$ cat config.mk
export PLATFORM = sky130hd
export DESIGN_NAME = fetch_queue_unit
export DESIGN_NICKNAME = d
export VERILOG_FILES = /design/src/rtl/fetch_queue_unit.sv
export SDC_FILE = /design/constraint.sdc
export NUM_CORES = 1
export LEC_CHECK = 0
export ABC_AREA = 1
export CORE_MARGIN = 2
export CORE_UTILIZATION = 45
export DETAILED_ROUTE_END_ITERATION = 10
export PLACE_DENSITY = 0.67
export SYNTH_ARGS = -nofsm -noshare
export SYNTH_HDL_FRONTEND = slang
export SYNTH_SLANG_ARGS = --single-unit
$ cat constraint.sdc
create_clock -name clk -period 3 [get_ports clk]
set_input_delay 0.75 -clock clk [delete_from_list [all_inputs] [get_ports clk]]
set_output_delay 0.75 -clock clk [all_outputs]
set_load 0.02 [all_outputs]
$ cat src/rtl/fetch_queue_unit.sv
// fetch_queue_unit
// ----------------
// Instruction-fetch stage for the pipelined core. It generates the fetch PC,
// keeps at most one request in flight to instruction memory, and buffers the
// returned instructions in a prefetch queue of QUEUE_DEPTH entries. The queue
// head is offered to the IF/ID boundary with a valid/ready handshake. Branch
// redirects flush the queue and discard any response still in flight. An HLT
// instruction stops fetching until the next redirect.
//
// Optional feature macro: FETCH_BYPASS_EN
//   defined   : a response arriving while the queue is empty is driven straight
//               to out_* in the same cycle. It is not stored if out_ready=1.
//   undefined : every response goes through the queue. out_valid rises the
//               cycle after imem_rvalid.
//
// Ports
//   clk, rst        clock, asynchronous active-high reset
//   imem_req        request strobe (memory accepts in the same cycle)
//   imem_addr       request address, zero when imem_req=0
//   imem_rvalid     response valid, at least one cycle after the request
//   imem_rdata      response instruction (opcode = top 4 bits)
//   redirect_valid  taken branch/jump; overrides everything else
//   redirect_pc     new fetch target
//   out_valid       queue head valid
//   out_ready       ID stage accepts the head (0 = stall)
//   out_instr       head instruction
//   out_pc          head instruction address
//   out_pc_next     out_pc + PC_STEP
//   halted          HLT fetched, no further requests
//   occupancy       number of entries held in the queue
module fetch_queue_unit #(
  parameter int               ADDR_W      = 16,
  parameter int               INSTR_W     = 16,
  parameter int               QUEUE_DEPTH = 4,
  parameter logic [ADDR_W-1:0] RESET_PC   = '0,
  parameter int               PC_STEP     = 2,
  parameter logic [3:0]       HLT_OPCODE  = 4'hF
) (
  input  logic                           clk,
  input  logic                           rst,
  output logic                           imem_req,
  output logic [ADDR_W-1:0]              imem_addr,
  input  logic                           imem_rvalid,
  input  logic [INSTR_W-1:0]             imem_rdata,
  input  logic                           redirect_valid,
  input  logic [ADDR_W-1:0]              redirect_pc,
  output logic                           out_valid,
  input  logic                           out_ready,
  output logic [INSTR_W-1:0]             out_instr,
  output logic [ADDR_W-1:0]              out_pc,
  output logic [ADDR_W-1:0]              out_pc_next,
  output logic                           halted,
  output logic [$clog2(QUEUE_DEPTH):0]   occupancy
);

  localparam int PTR_W = $clog2(QUEUE_DEPTH);
  localparam int OCC_W = PTR_W + 1;

  typedef enum logic [1:0] {
    IDLE  = 2'd0,
    WAIT  = 2'd1,
    HALT  = 2'd2,
    DRAIN = 2'd3
  } state_t;

  state_t              state_q, state_d;
  logic [ADDR_W-1:0]   fetch_pc_q;
  logic [ADDR_W-1:0]   req_pc_q;
  logic                halted_q;
  logic [PTR_W-1:0]    rd_ptr_q, wr_ptr_q;
  logic [OCC_W-1:0]    occ_q;
  logic [INSTR_W-1:0]  instr_mem [QUEUE_DEPTH];
  logic [ADDR_W-1:0]   pc_mem    [QUEUE_DEPTH];

  logic                issue;
  logic                rsp_accept;
  logic                rsp_is_hlt;
  logic                bypass;
  logic                push;
  logic                pop;
  logic                queue_empty;
  logic [INSTR_W-1:0]  head_instr;
  logic [ADDR_W-1:0]   head_pc;

  assign rsp_is_hlt  = (imem_rdata[INSTR_W-1 -: 4] == HLT_OPCODE);
  assign queue_empty = (occ_q == '0);

  // Next-state and request logic. The space rule counts the in-flight request
  // as an occupied slot, so a response can never arrive into a full queue.
  // In WAIT the completing request still counts, which is what lets a
  // latency-1 memory run at one instruction per cycle without overflow.
  always_comb begin
    state_d    = state_q;
    issue      = 1'b0;
    rsp_accept = 1'b0;
    case (state_q)
      IDLE: begin
        if (!halted_q && (int'(occ_q) < QUEUE_DEPTH)) begin
          issue   = 1'b1;
          state_d = WAIT;
        end
      end
      WAIT: begin
        if (imem_rvalid) begin
          rsp_accept = 1'b1;
          if (rsp_is_hlt) begin
            state_d = HALT;
          end else if (int'(occ_q) + 1 < QUEUE_DEPTH) begin
            issue   = 1'b1;
            state_d = WAIT;
          end else begin
            state_d = IDLE;
          end
        end
      end
      HALT: begin
        state_d = HALT;
      end
      DRAIN: begin
        if (imem_rvalid) begin
          state_d = IDLE;
        end
      end
      default: begin
        state_d = IDLE;
      end
    endcase
    // A redirect kills any response arriving now. A request still in flight
    // has to be drained before new fetches can be matched to responses.
    if (redirect_valid) begin
      issue      = 1'b0;
      rsp_accept = 1'b0;
      if (((state_q == WAIT) || (state_q == DRAIN)) && !imem_rvalid) begin
        state_d = DRAIN;
      end else begin
        state_d = IDLE;
      end
    end
    if (rst) begin
      issue = 1'b0;
    end
  end

`ifdef FETCH_BYPASS_EN
  assign bypass = rsp_accept && queue_empty;
`else
  assign bypass = 1'b0;
`endif

  // A bypassed response consumed by ID in the same cycle never touches the
  // queue. Popping is only meaningful for real queue entries.
  assign push = rsp_accept && !(bypass && out_ready);
  assign pop  = !queue_empty && out_ready && !redirect_valid;

  assign head_instr = bypass ? imem_rdata : instr_mem[rd_ptr_q];
  assign head_pc    = bypass ? req_pc_q   : pc_mem[rd_ptr_q];

  assign out_valid   = !queue_empty || bypass;
  assign out_instr   = out_valid ? head_instr : '0;
  assign out_pc      = out_valid ? head_pc : '0;
  assign out_pc_next = out_valid ? (head_pc + ADDR_W'(PC_STEP)) : '0;
  assign imem_req    = issue;
  assign imem_addr   = issue ? fetch_pc_q : '0;
  assign halted      = halted_q;
  assign occupancy   = occ_q;

  // Fetch control: state, PC, and the address of the request in flight.
  // req_pc_q tags the response with its PC when it is written into the queue.
  always_ff @(posedge clk or posedge rst) begin
    if (rst) begin
      state_q    <= IDLE;
      fetch_pc_q <= RESET_PC;
      req_pc_q   <= '0;
      halted_q   <= 1'b0;
    end else begin
      state_q <= state_d;
      if (redirect_valid) begin
        fetch_pc_q <= redirect_pc;
        halted_q   <= 1'b0;
      end else begin
        if (issue) begin
          fetch_pc_q <= fetch_pc_q + ADDR_W'(PC_STEP);
          req_pc_q   <= fetch_pc_q;
        end
        if (rsp_accept && rsp_is_hlt) begin
          halted_q <= 1'b1;
        end
      end
    end
  end

  // Queue pointers and count. Pointers wrap naturally because QUEUE_DEPTH
  // is a power of two. A redirect empties the queue regardless of push/pop.
  always_ff @(posedge clk or posedge rst) begin
    if (rst) begin
      rd_ptr_q <= '0;
      wr_ptr_q <= '0;
      occ_q    <= '0;
    end else if (redirect_valid) begin
      rd_ptr_q <= '0;
      wr_ptr_q <= '0;
      occ_q    <= '0;
    end else begin
      if (push) begin
        wr_ptr_q <= wr_ptr_q + PTR_W'(1);
      end
      if (pop) begin
        rd_ptr_q <= rd_ptr_q + PTR_W'(1);
      end
      occ_q <= occ_q + OCC_W'(push) - OCC_W'(pop);
    end
  end

  // Queue storage needs no reset. Entries are only visible through out_*
  // while counted in occ_q, and out_* is forced to zero otherwise.
  always_ff @(posedge clk) begin
    if (push) begin
      instr_mem[wr_ptr_q] <= imem_rdata;
      pc_mem[wr_ptr_q]    <= req_pc_q;
    end
  end

endmodule

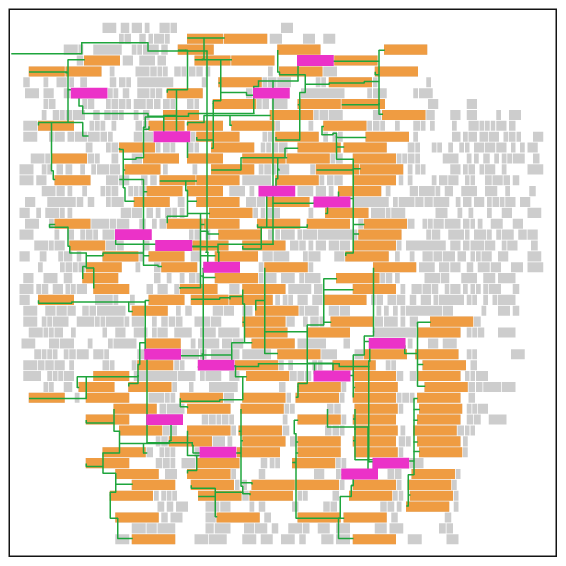
**Above:** run 1 (clock wires, drivers and flops).
(4 px per µm)
[magenta] clock drivers | count: 17
[orange] flip-flops | count: 170
[green] clock wires | length: 1790 µm
routed clock nets	18

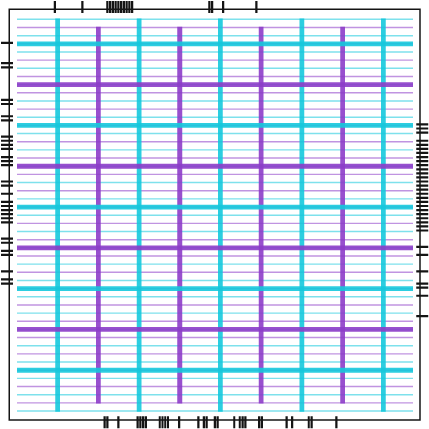
**Above:** run 1 (supply network).
(3 px per µm) Pins as bars on the die edge.
color	net
purple	VDD
cyan	VSS
rows	48
met4 straps	9
signal pins	107

==> deck_impl_summary.md, run 1 <==
Key Metrics from the Run

Outcome
  • Outcome: finished with violations
  • Failing checks: setup timing

Final timing
  • TNS Setup: -0.1095 ns
  • Final setup margin: -0.05581 ns
  • Fmax: 327.2 MHz
  • Final setup fails: 4

Yosys
  • Cell Type Count: 39
  • Mapped Avg Cell Area: ~10 µm²
  • # Cells Yosys: ~790
  • Mapped Cells: 786
  • Post-synth top cells: nand2_1, nor2_1, edfxtp_1
  • Top cell area share: 0.4873
  • Cell type with the highest aggregate area in the netlist: edfxtp_1

Clocking
  • Clk buf depth: 2
  • Setup Fix Bufs, Post-CTS: 4

Detailed routing
  • Pre-Repair DR Iteration Count: 4
  • WL met2: around 9000 µm
  • Via-to-Cell Ratio: about 5
  • Vias: between 5k and 6k

Final layout
  • Fraction of area in registers: 0.4662
  • Clock-cell share: 0.05538
  • Final std cells w/o fill: 1199
  • Finished layout cell area: 0.01051 mm²
  • Sequential cell area: approximately 0.0049 mm²

Hold path
  • Hold Path Class: reg2reg
  • Hold path endpoint: pc_mem[2][11]$_DFFE_PP_
  • Min-delay src: req_pc_q[11]$_DFFE_PP0P_
  • Hold path cells: 0

Worst setup path
  • Arrival time of the worst setup path: roughly 2.3 ns
  • Worst path depth: 15
  • Crit path top cell by count: nand2_1
  • Critical Path Sink: out_pc_next[11]
  • CP required: 2.25 ns

Power and ir drop
  • Worst VDD drop: around 0.4 mV
  • Clk pwr: 0.00215 W
  • Comb pwr share: 0.392

Floorplan
  • Die area: 0.01860 mm²

GRT
  • Met3 usage in global routing: 0.04474
  • GRT overflow: 0

Job
  • Max-cap violations: 0
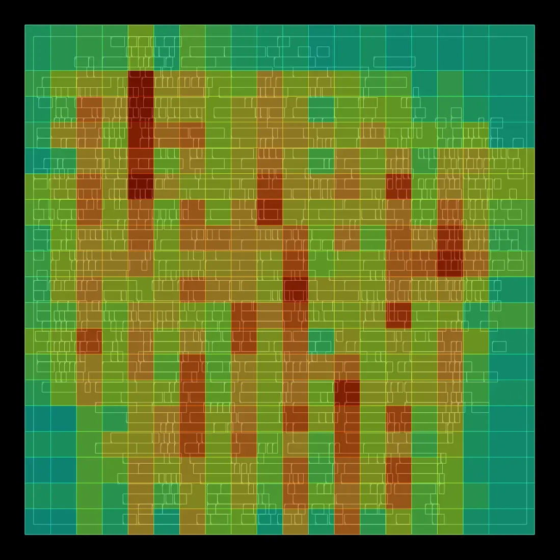
**Above:** run 1 (routing congestion).
Avg WL per Cell: 15.26 µm
Post-Route Utilization: 0.6095

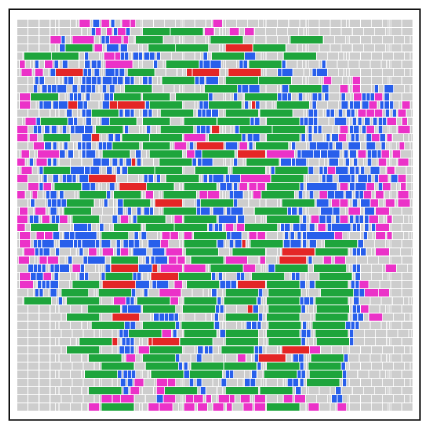
**Above:** run 1 (placement by cell class).
(3 px per µm) Fill, decap, tap and diode cells in gray.
color	class	cells	share of their area
magenta	other buffers and delay cells	193	17%
blue	combinational and other logic	579	29%
green	flops	170	48%
red	clock drivers and dummy loads	32	5.7%

**Run 1: sequential cells colored by netlist name**

(3 px per µm) Other sequential cells in the stronger gray, the rest of the logic in the fainter gray.
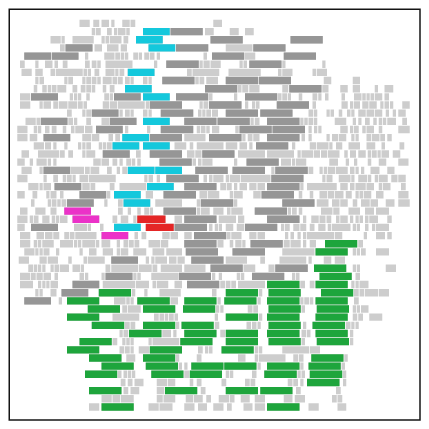

==> run 1 -> run 2 <==
--- a/config.mk
+++ b/config.mk
@@ -6,6 +6,7 @@
 export NUM_CORES = 1
 export LEC_CHECK = 0
 export ABC_AREA = 1
+export CORE_ASPECT_RATIO = 2
 export CORE_MARGIN = 2
 export CORE_UTILIZATION = 45
 export DETAILED_ROUTE_END_ITERATION = 10
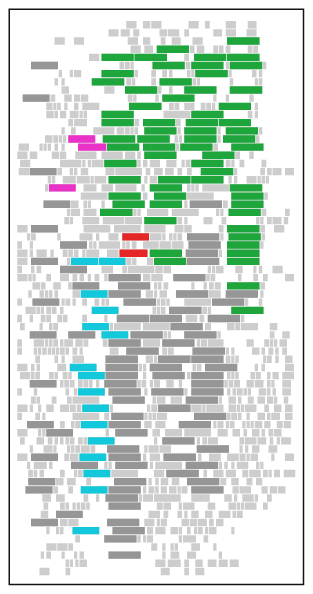
**Above:** run 2 (sequential cells colored by netlist name).
(3 px per µm) Other sequential cells in the stronger gray, the rest of the logic in the fainter gray.
color	name in the netlist	sequential cells
red	`rd_ptr_q`	2
cyan	`req_pc_q`	16
magenta	`occupancy`	3
green	`instr_mem`	64
not colored	85

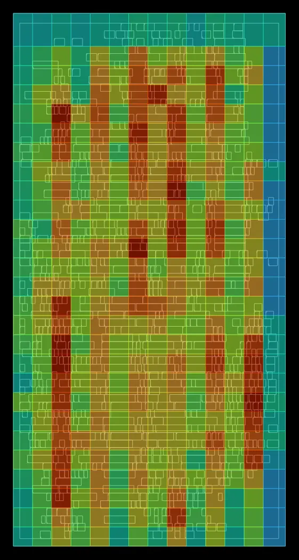
**Above:** run 2 (routing congestion).
Avg WL per Cell: 15.46 µm
Post-Route Utilization: 0.5989
met2 Usage GRT: 0.3690
busiest layer in global routing: met2
met3 usage in global routing: 0.03108

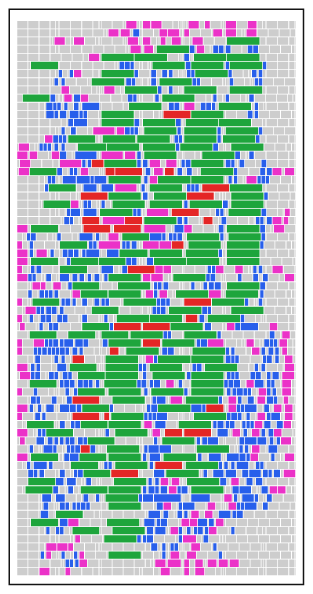
**Above:** run 2 (placement by cell class).
(3 px per µm) Fill, decap, tap and diode cells in gray.
fraction of area in registers: 0.4758
finished layout cell area: 0.01029 mm²
# rows: 68

==> run 2 against run 1 <==
Against the previous run:
- sequential share of layout area is 0.96 points higher
- combinational power is 5% lower
- non-clock buffer count is 11 lower
- design area is 2.0% lower
- utilization is 1.1 points lower
- the flow still finishes with violations (setup timing)
- synthesized cell count stayed put
- critical path type unchanged
==> deck_impl_summary.md, run 2 <==
Key Metrics from the Run

Power and ir drop
  • Comb pwr share: 0.381
  • Worst VDD drop: roughly 0.53 mV
  • Clk pwr: between 0.002 and 0.0025 W

Clocking
  • Clk buf depth: 2
  • Setup Fix Bufs, Post-CTS: 5

Worst setup path
  • CP required: around 2.3 ns
  • Worst path depth: 14
  • Critical Path Sink: out_pc_next[13]

Yosys
  • # Cells Yosys: between 700 and 800
  • Cell type with the highest aggregate area in the netlist: edfxtp_1
  • Cell Type Count: 39
  • Mapped Avg Cell Area: between 10 and 15 µm²
  • Top cell area share: 0.4873
  • Mapped Cells: roughly 790

Detailed routing
  • WL met2: between 10000 and 15000 µm
  • Pre-Repair DR Iteration Count: 5
  • Vias: between 5k and 6k
  • Via-to-Cell Ratio: approximately 5.1

Outcome
  • Outcome: finished with violations
  • Failing checks: setup timing

Job
  • Max-cap violations: 0
  • Tool Warnings: 31

Final layout
  • Sequential cell area: 0.004897 mm²
  • Inverter count: between 50 and 60
  • Clock-cell share: 0.05834
  • Dominant kind of cell: flip-flops and latches
  • Antenna diodes: 0
  • Most used logic cell in the final layout: nand2_1

Final timing
  • Final setup margin: -0.08643 ns
  • TNS Setup: -0.1856 ns
  • Final setup fails: 4

Hold path
  • Hold Path Class: reg2reg
  • Min-delay src: fetch_pc_q[13]$_DFFE_PP0P_
  • Hold path cells: 2

Placement
  • Post-DP HPWL: 12290 µm
  • PortBufs: between 100 and 150

Floorplan
  • Die area: approximately 0.019 mm²

GRT
  • GRT overflow: 0
  • Met1 usage: 0.2135
**Run 2: supply network**

(2 px per µm) Pins as bars on the die edge.
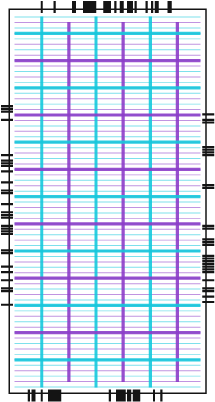

==> run 2 -> run 3 <==
--- a/config.mk
+++ b/config.mk
@@ -10,7 +10,7 @@
 export CORE_MARGIN = 2
 export CORE_UTILIZATION = 45
 export DETAILED_ROUTE_END_ITERATION = 10
-export PLACE_DENSITY = 0.67
+export DONT_BUFFER_PORTS = 1
 export SYNTH_ARGS = -nofsm -noshare
 export SYNTH_HDL_FRONTEND = slang
 export SYNTH_SLANG_ARGS = --single-unit
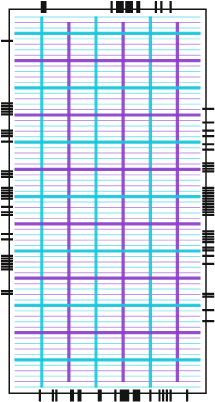
**Above:** run 3 (supply network).
(2 px per µm) Pins as bars on the die edge.
color	net
purple	VDD
cyan	VSS
signal pins	107
met4 straps	6
met1 rails	69
rows	68

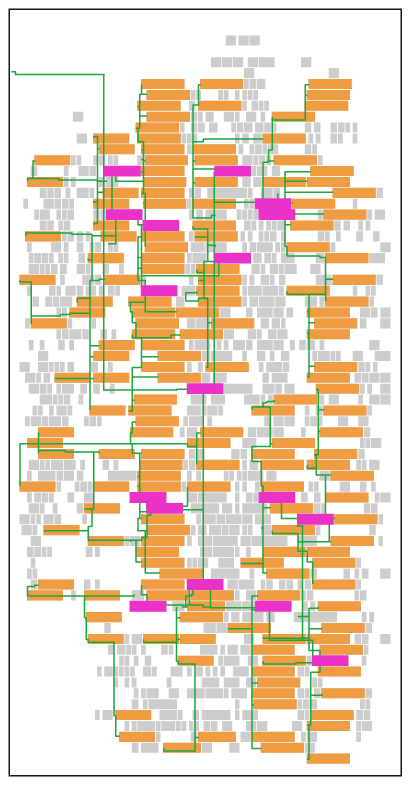
**Above:** run 3 (clock wires, drivers and flops).
(4 px per µm)
[orange] flip-flops | count: 170
[magenta] clock drivers | count: 17
[green] clock wires | length: 1810 µm
routed clock nets	18

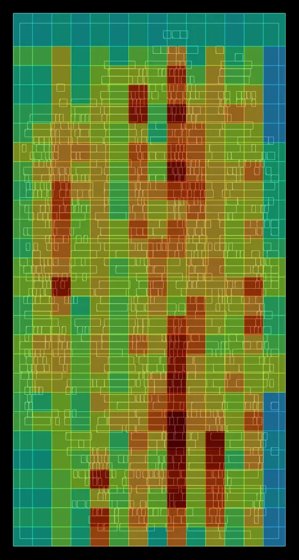
**Above:** run 3 (routing congestion).
Avg WL per Cell: 16.68 µm
Post-Route Utilization: 0.5613

==> run 3 against run 2 <==
Against the previous run:
- the flow still finishes with violations (setup timing)
- non-clock buffer count decreased by 71
- global-route usage grew 0.22 points
- clock power decreased by 4%
- maximum frequency shrank 1.1%
- area after synthesis did not move
- power fell by 1.5%
- via count decreased by 3.2%
- final cell count is 6.1% lower
- largest power group unchanged
- synthesized cell count unchanged
- critical path depth stayed put
==> deck_impl_summary.md, run 3 <==
Key Metrics from the Run

Worst setup path
  • CP required: between 2 and 2.5 ns
  • Critical Path Sink: out_pc_next[11]
  • Worst path depth: 14

Final layout
  • Inverter count: between 50 and 60
  • Antenna diodes: 0
  • Final std cells w/o fill: ~1.1k

Power and ir drop
  • Comb pwr share: 0.381
  • Worst VDD drop: about 0.44 mV
  • Clk pwr: around 0.002 W

Final timing
  • Final setup margin: -0.1204 ns
  • Fmax: 320.5 MHz
  • Final setup fails: 6

GRT
  • Met1 usage: 0.2011

Outcome
  • Outcome: finished with violations
  • Failing checks: setup timing

Clocking
  • Clk buf depth: 2

Hold path
  • Hold Path Class: in2async

Yosys
  • Cell Type Count: 39

Placement
  • Post-DP HPWL: 12640 µm

Detailed routing
  • WL met2: ~10000 µm
Power and IR drop assume default switching activity.
